==> src/rtl/int_to_fp_normalizer.sv <==
// Sign-magnitude integer to {sign, exp, frac} float converter, value = 0.f * 2^exp.
// Normalises with one left shift per clock behind valid/ready handshakes on both sides.
module int_to_fp_normalizer #(
  parameter int unsigned MagW  = 11,
  parameter int unsigned ExpW  = 4,
  parameter int unsigned FracW = 8
) (
  input  logic                    clk_i,
  input  logic                    reset_i,
  input  logic                    in_valid_i,
  output logic                    in_ready_o,
  input  logic [MagW:0]           in_int_i,
  output logic                    out_valid_o,
  input  logic                    out_ready_i,
  output logic [ExpW+FracW:0]     out_fp_o
);

  typedef enum logic [1:0] {StIdle, StNorm, StDone} state_e;

  state_e                state_q, state_d;
  logic                  sign_q, sign_d;
  logic [MagW-1:0]       mag_q, mag_d;
  logic [ExpW-1:0]       exp_q, exp_d;
  logic [ExpW+FracW:0]   out_fp_q, out_fp_d;
  logic                  out_valid_q;

  // State register
  always_ff @(posedge clk_i) begin
    if (reset_i) begin
      state_q <= StIdle;
    end else begin
      state_q <= state_d;
    end
  end

  // Next-state logic. A zero operand still spends one cycle in StNorm so that its
  // result appears one cycle after the accept edge, like a fully normalised operand.
  always_comb begin
    state_d = state_q;
    unique case (state_q)
      StIdle: if (in_valid_i) state_d = StNorm;
      StNorm: if (mag_q == '0 || mag_q[MagW-1]) state_d = StDone;
      StDone: if (out_ready_i) state_d = StIdle;
      default: state_d = StIdle;
    endcase
  end

  // Output logic
  always_comb begin
    in_ready_o = (state_q == StIdle);
  end

  assign out_valid_o = out_valid_q;
  assign out_fp_o    = out_fp_q;

  // Datapath next-state
  always_comb begin
    sign_d   = sign_q;
    mag_d    = mag_q;
    exp_d    = exp_q;
    out_fp_d = out_fp_q;
    unique case (state_q)
      StIdle: begin
        if (in_valid_i) begin
          mag_d = in_int_i[MagW-1:0];
          if (in_int_i[MagW-1:0] == '0) begin
            sign_d = 1'b0;  // -0 collapses to +0
            exp_d  = '0;
          end else begin
            sign_d = in_int_i[MagW];
            exp_d  = ExpW'(MagW);
          end
        end
      end
      StNorm: begin
        if (mag_q == '0) begin
          out_fp_d = '0;
        end else if (mag_q[MagW-1]) begin
          out_fp_d = {sign_q, exp_q, mag_q[MagW-1 -: FracW]};
        end else begin
          mag_d = mag_q << 1;
          exp_d = exp_q - 1'b1;
        end
      end
      default: ;
    endcase
  end

  always_ff @(posedge clk_i) begin
    if (reset_i) begin
      sign_q      <= 1'b0;
      mag_q       <= '0;
      exp_q       <= '0;
      out_fp_q    <= '0;
      out_valid_q <= 1'b0;
    end else begin
      sign_q      <= sign_d;
      mag_q       <= mag_d;
      exp_q       <= exp_d;
      out_fp_q    <= out_fp_d;
      out_valid_q <= (state_d == StDone);
    end
  end

endmodule
==> config.mk <==
export PLATFORM = sky130hd
export DESIGN_NAME = int_to_fp_normalizer
export DESIGN_NICKNAME = d
export VERILOG_FILES = /design/src/rtl/int_to_fp_normalizer.sv
export SDC_FILE = /design/constraint.sdc
export NUM_CORES = 1
export LEC_CHECK = 0
export CORE_ASPECT_RATIO = 1.1
export CORE_MARGIN = 2
export CORE_UTILIZATION = 29
export DETAILED_ROUTE_END_ITERATION = 16
export PLACE_DENSITY_LB_ADDON = 0.12
export REMOVE_ABC_BUFFERS = 1
export SYNTH_ARGS = -nofsm -noshare
export SYNTH_HDL_FRONTEND = slang
export SYNTH_SLANG_ARGS = --single-unit
==> constraint.sdc <==
create_clock -name clk_i -period 2 [get_ports clk_i]
set_clock_uncertainty 0.1 [all_clocks]
set_input_delay 0.3 -clock clk_i [delete_from_list [all_inputs] [get_ports clk_i]]
set_output_delay 0.3 -clock clk_i [all_outputs]
set_load 0.005 [all_outputs]
==> notes.md <==
Implementation summary

Recorded from the global router log, the overflow total was 0. Buffers inserted during clock tree synthesis total 5. Yosys reported a register bit count of 32. In the finished design, the share of the clock period the worst path needs comes to 0.891. The number of vias in the routed layout is 1212. The clock tree from TritonCTS is yes. Traced cell by cell, the critical path runs through nor4_4, a31o_2, a21oi_2, buf_4, a22o_2.

The overall fraction of global-route tracks in use is 0.133. The starting DRC count in detailed routing is 34. Along the worst hold path, the cell count comes to 2. The area of the placeable core is 4620 µm². The final timing report lists a max-slew violation count of 0. The share of synthesized registers carrying an async set or reset is 0. The chip area is 5330 µm².

The routed wirelength on the met1 layer is recorded as 1.74 mm. The net count of the finished layout is 196. After clock tree synthesis, the setup repair step added 0 buffers. The largest single stage delay on the critical path is 0.43 ns.

The routed design uses 129 µm of met3 wire. The endpoint arrival time on the critical path is 1.85 ns. The fraction of the yosys area taken by sequential cells is 0.464. In the final report, the number of hold violations comes to 0. The logs give a warning total of 25. The first detailed-routing pass ran for 4 iterations. The routed wire length is 3.42 mm. On met3, the global router reports a usage of 0.0344.

In the Yosys stats the netlist draws on 41 distinct library cells. The initial antenna violation count came to 0. met2 track demand over resource after global routing is 0.203. Per the placement log, port buffering inserted 30 buffers. The post-detailed-route DRC marker count is 0. Setup repair after global routing left no endpoint under its margin.

The leakage power is 0.000684 µW. The global placer's final weighted congestion is 0.783. The main area contributors are sky130_fd_sc_hd__dfxtp_1 (46%), sky130_fd_sc_hd__o221a_2 (7.3%), sky130_fd_sc_hd__nor2_1 (6.5%). Of all nets on the critical path, the largest fanout is 11. The H-tree level count is 2. STA classifies the critical path endpoint as a register.

The count of buffer and inverter cells on the critical path is 1. OpenSTA, run right after detailed placement, puts the worst setup slack at 0.0265 ns. Summing all placed instances gives a cell area of 1780 µm². The type of the worst min-delay path is reg2reg. The post-route worst setup slack is 0.217 ns. The critical path is of the reg2reg type. The number of failing setup endpoints in the final timing report is 0. In the final timing run, aggregate negative setup slack is 0 ns. The placed wire-length estimate is 2.53 mm.

The slowest cell on the critical path is sky130_fd_sc_hd__nor4_4. The worst IR drop on VDD is 0.364 mV. The script logs the mean routed wire length per placed instance as 14.5 µm. Subtracting the final worst setup slack from the clock period gives 1.78 ns. For this design, Yosys synthesis ends with a cell count of 141.

Per the post-route antenna check, the number of violating nets is 0. The number of synthesized flops with an enable pin is 0. The count of max-cap constraint violations is 0. The clock root buffer is sky130_fd_sc_hd__clkbuf_8. The most common flop cell mapped by yosys is sky130_fd_sc_hd__dfxtp_1. The number of placement rows is 26. The end of the worst register-to-register path is out_fp_o[4]. STA classifies the critical path startpoint as a register. The flow reports an fmax of 561 MHz. During synthesis, Yosys emitted a total of 0 warnings. In this run the vertical extent of the chip is 76.4 µm. The average cell area after synthesis is 9.80 µm².

The depth of the most critical reg-to-reg path is 5. The launch instance of the worst min-delay path is sign_q. The clock input transition at the sequential cells of the worst setup and hold paths is 0.06 ns. After detailed placement, the design holds a cell count of 228.

The run finished with clean final reports. The gate count of the mapped netlist is 141. The area figure in the yosys stat output is 1380 µm².

The x dimension of the die is 69.8 µm. In this run the critical register-to-register path is launched from mag_q[9]. The floorplan utilization is 0.299.

The layout summary lists the proportion of cells stronger than drive strength 1 as 0.206. Data on the critical path is required at its endpoint by 2.07 ns. During I/O placement, the number of pins put on the boundary was 31. The met1 track utilization from global routing is 0.182. The via count of the first global-routing pass is 1180. The report puts the hold buffer count at CTS at 0. The report lists the number of cells resized after CTS as 0.

The final report lists a non-filler cell total of 236. In this run the layout overhead on the synthesized area is reported as 35.2%. The area share of the leading cell type in the synthesized netlist is 0.464. The deepest clock path buffer count is 2. The routed design shows a via density per instance of 5.14. The pin count of the biggest net entering global routing is 14. The dominant delay contributor by cell family on the critical path is AND-OR/OR-AND gates.
==> power by group <==
group	switching (µW)	internal (µW)
Combinational	185	184
Clock	228	281
Sequential	74.2	699
Total	488	1160
==> cell usage in the layout, fill, tap and decap left out, drive strengths merged, types with 4 or more instances in the layout <==
cell           instances
nor2                  24
a21oi                 10
dfxtp                 32
a22o                  11
o221a                  9
nand2                  5
nor4                   4
clkdlybuf4s50         30
buf                   10
nand3                  6
clkbuf                 8
==> worst register-to-register path, cell delays in order (launching register included) <==
cell                      delay [ns]
sky130_fd_sc_hd__dfxtp_1        0.36
sky130_fd_sc_hd__nor4_4         0.43
sky130_fd_sc_hd__a31o_2         0.28
sky130_fd_sc_hd__a21oi_2        0.06
sky130_fd_sc_hd__buf_4          0.18
sky130_fd_sc_hd__a22o_2         0.26
==> stage by stage <==
stage                util  power [µW]  hold WS [ns]
global route        0.404        1740         0.387
CTS                 0.404        1670         0.359
finish              0.404        1650         0.363
detailed placement  0.385        1160         0.350
floorplan               -         997         0.269
global placement    0.385        1150         0.346
==> cells in the mapped netlist, drive strengths merged (3+ instances only) <==
cell type,instances
a22o,11
inv,3
nor3,3
nor2,24
buf,6
nand2,5
dfxtp,32
clkbuf,3
a21oi,10
nor4,4
nand3,6
o211ai,3
o221a,9
==> registers in the layout, summed over array words and instances, names as in the netlist <==
signal,cells
mag_q,11
state_q,2
sign_q,1
out_valid_o,1
exp_q,4
out_fp_o,13
==> cell type report <==
cell class                      instances  area [µm²]
Timing Repair Buffer                   40         375
Fill cell                             485        2750
Tap cell                               56        70.1
Multi-Input combinational cell         97         681
Clock buffer                            8        90.1
Sequential cell                        32         641
Inverter                                3        11.3
==> kinds of logic after synthesis <==
family | share of synthesized area
compound gates | 0.295
simple gates | 0.188
flops | 0.464
buf+inv | 0.0435
fa+ha+maj | 0.00906
### Pin map

(6 px per µm) Pins as bars across the die edge, other pins in grey.
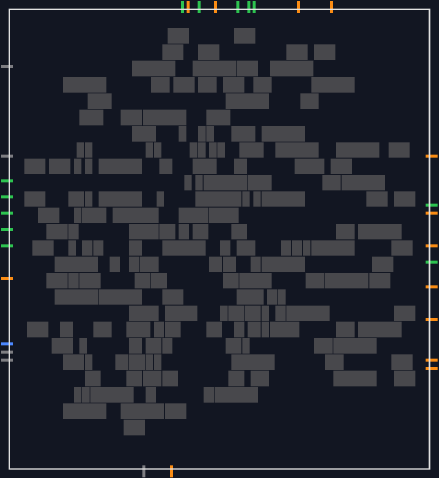
| colour | port | pins | direction | edge |
|---|---|---|---|---|
| blue | in_valid_i | 1 | input | left |
| orange | out_fp_o | 13 | output | 7 right, 4 top, 1 left, 1 bottom |
| green | in_int_i | 12 | input | 5 left, 5 top, 2 right |
all pins by edge: 11 left, 9 right, 9 top, 2 bottom

### Metal 2

(6 px per µm)
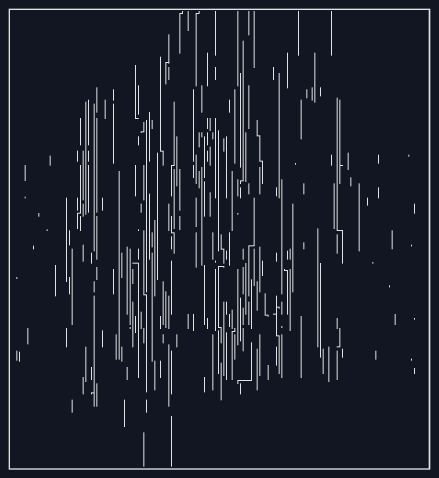
nets with wire on the layer: 165
wire length on this layer: 1510 µm
longest straight run: 31.3 µm
share of all routed wire: 44%
main direction: vertical

### Signal wires by layer

(4 px per µm) Two of the layers only.
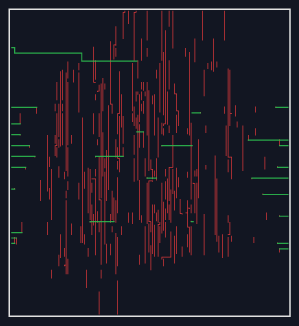
| colour | layer | wire length |
|---|---|---|
| red | M2 | 1510 µm |
| green | M3 | 130 µm |

### I/O nets highlighted

(4 px per µm)
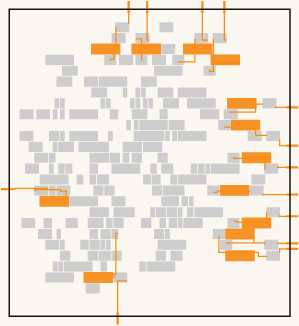
| colour | port | direction | end cells | buffers | wire |
|---|---|---|---|---|---|
| orange | out_fp_o | output | 13 | 13 | 237 µm |

Power and IR drop assume default switching activity.
